### Where the registers sit

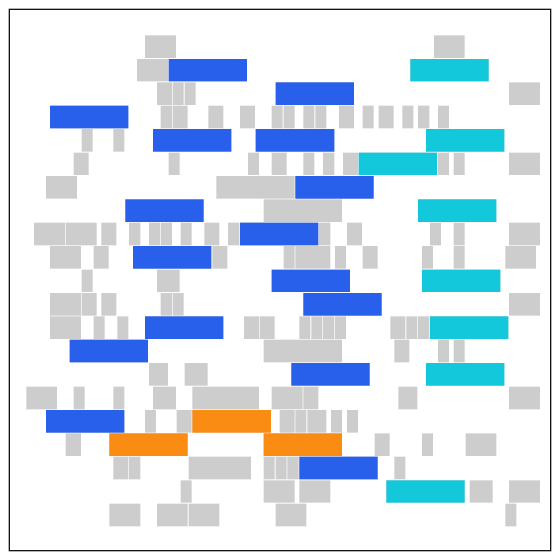
### Routing congestion map

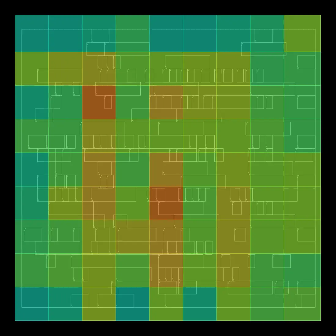
==> src/rtl/pipe_reg.sv <==
// rtl/pipe_reg.sv - multi-stage valid/ready register pipeline with flush and occupancy count
module pipe_reg #(
    parameter  int WIDTH = 8,
    parameter  int DEPTH = 3,
    localparam int OCC_W = $clog2(DEPTH + 1)
) (
    input  logic             clk,
    input  logic             rst,
    input  logic             flush,
    input  logic             in_valid,
    output logic             in_ready,
    input  logic [WIDTH-1:0] in_data,
    output logic             out_valid,
    input  logic             out_ready,
    output logic [WIDTH-1:0] out_data,
    output logic [OCC_W-1:0] occupancy
);

    logic [DEPTH-1:0] v_q, v_d;
    logic [WIDTH-1:0] d_q [DEPTH];
    logic [WIDTH-1:0] d_d [DEPTH];
    logic [DEPTH-1:0] rdy;
    logic             rdy_acc;
    logic [OCC_W-1:0] occ_cnt;

    // A stage may load when it is empty or everything downstream of it can move.
    always_comb begin
        rdy     = '0;
        rdy_acc = out_ready;
        for (int i = DEPTH - 1; i >= 0; i--) begin
            rdy_acc = !v_q[i] || rdy_acc;
            rdy[i]  = rdy_acc;
        end
    end

    always_comb begin
        v_d = v_q;
        d_d = d_q;
        if (flush) begin
            v_d = '0;
        end else begin
            if (rdy[0]) begin
                v_d[0] = in_valid;
                d_d[0] = in_data;
            end
            for (int i = 1; i < DEPTH; i++) begin
                if (rdy[i]) begin
                    v_d[i] = v_q[i-1];
                    d_d[i] = d_q[i-1];
                end
            end
        end
    end

    always_ff @(posedge clk or posedge rst) begin
        if (rst) begin
            v_q <= '0;
            for (int i = 0; i < DEPTH; i++) begin
                d_q[i] <= '0;
            end
        end else begin
            v_q <= v_d;
            for (int i = 0; i < DEPTH; i++) begin
                d_q[i] <= d_d[i];
            end
        end
    end

    always_comb begin
        occ_cnt = '0;
        for (int i = 0; i < DEPTH; i++) begin
            occ_cnt = occ_cnt + OCC_W'(v_q[i]);
        end
    end

    assign in_ready  = rdy[0] && !flush;
    assign out_valid = v_q[DEPTH-1] && !flush;
    assign out_data  = d_q[DEPTH-1];
    assign occupancy = occ_cnt;

endmodule
==> config.mk <==
export PLATFORM = sky130hd
export DESIGN_NAME = pipe_reg
export DESIGN_NICKNAME = d
export VERILOG_FILES = /design/src/rtl/pipe_reg.sv
export SDC_FILE = /design/constraint.sdc
export NUM_CORES = 1
export LEC_CHECK = 0
export ABC_AREA = 1
export CAP_MARGIN = 15
export CELL_PAD_IN_SITES_DETAIL_PLACEMENT = 0
export CELL_PAD_IN_SITES_GLOBAL_PLACEMENT = 2
export CORE_MARGIN = 1
export CORE_UTILIZATION = 32
export CTS_BUF_LIST = sky130_fd_sc_hd__clkbuf_16
export DETAILED_ROUTE_END_ITERATION = 6
export PLACE_DENSITY_LB_ADDON = 0.2
export SYNTH_ARGS = -nofsm -noshare
export SYNTH_HDL_FRONTEND = slang
export SYNTH_SLANG_ARGS = --single-unit
==> constraint.sdc <==
create_clock -name clk -period 2.6 [get_ports clk]
set_input_delay 0.52 -clock clk [delete_from_list [all_inputs] [get_ports clk]]
set_output_delay 0.52 -clock clk [all_outputs]
set_load 0.02 [all_outputs]
==> ci_impl_report.md <==
### Yosys + OpenROAD results

| Metric | Value |
|---|---|
| FP Rows | 21 |
| Largest net degree at the start of global routing | 30 |
| Routed met2 length | 979 microns |
| Core ar. | ~3400 sq um |
| Hold Fails Final Rpt | 0 |
| Switching Power | between 0.0002 and 0.00025 W |
| Outcome | complete, no violations |
| Clk_buf instances | 3 |
| Dpl ws | 208 ps |
| Combinational share of cell area | 0.272 |
| CP Depth | 6 |
| Vertical die size | roughly 63 microns |
| Reg2reg path depth | 4 |
| H-Tree Depth | 1 |
| Logic Gate Count | roughly 86 |
| Top power group | registers |
| DP Cell Count | around 190 |
| Share of power burned in the clock network | 0.342 |
| Warnings, synthesis | 0 |
| Register area | slightly below 700 sq um |
| Root Driver | clkbuf_16 |
| Cell area after synthesis | approximately 1200 sq um |
| Clk pin slew, worst setup/hold paths | ~60 ps |
| Antenna diodes | 0 |
Notes on 'Where the registers sit' above:
legend:
  d_q:
    colour: blue
    flops: 16
  out_data:
    colour: cyan
    flops: 8
  v_q:
    colour: orange
    flops: 3

Notes on 'Routing congestion map' above:
GRT Max-Usage Layer: met2
met3 Track Usage GR: 0.0164
WL/cell: 10.7 microns
total track usage: 0.121
grt met2 use: 0.198

Power is estimated from default activity; no workload was simulated.
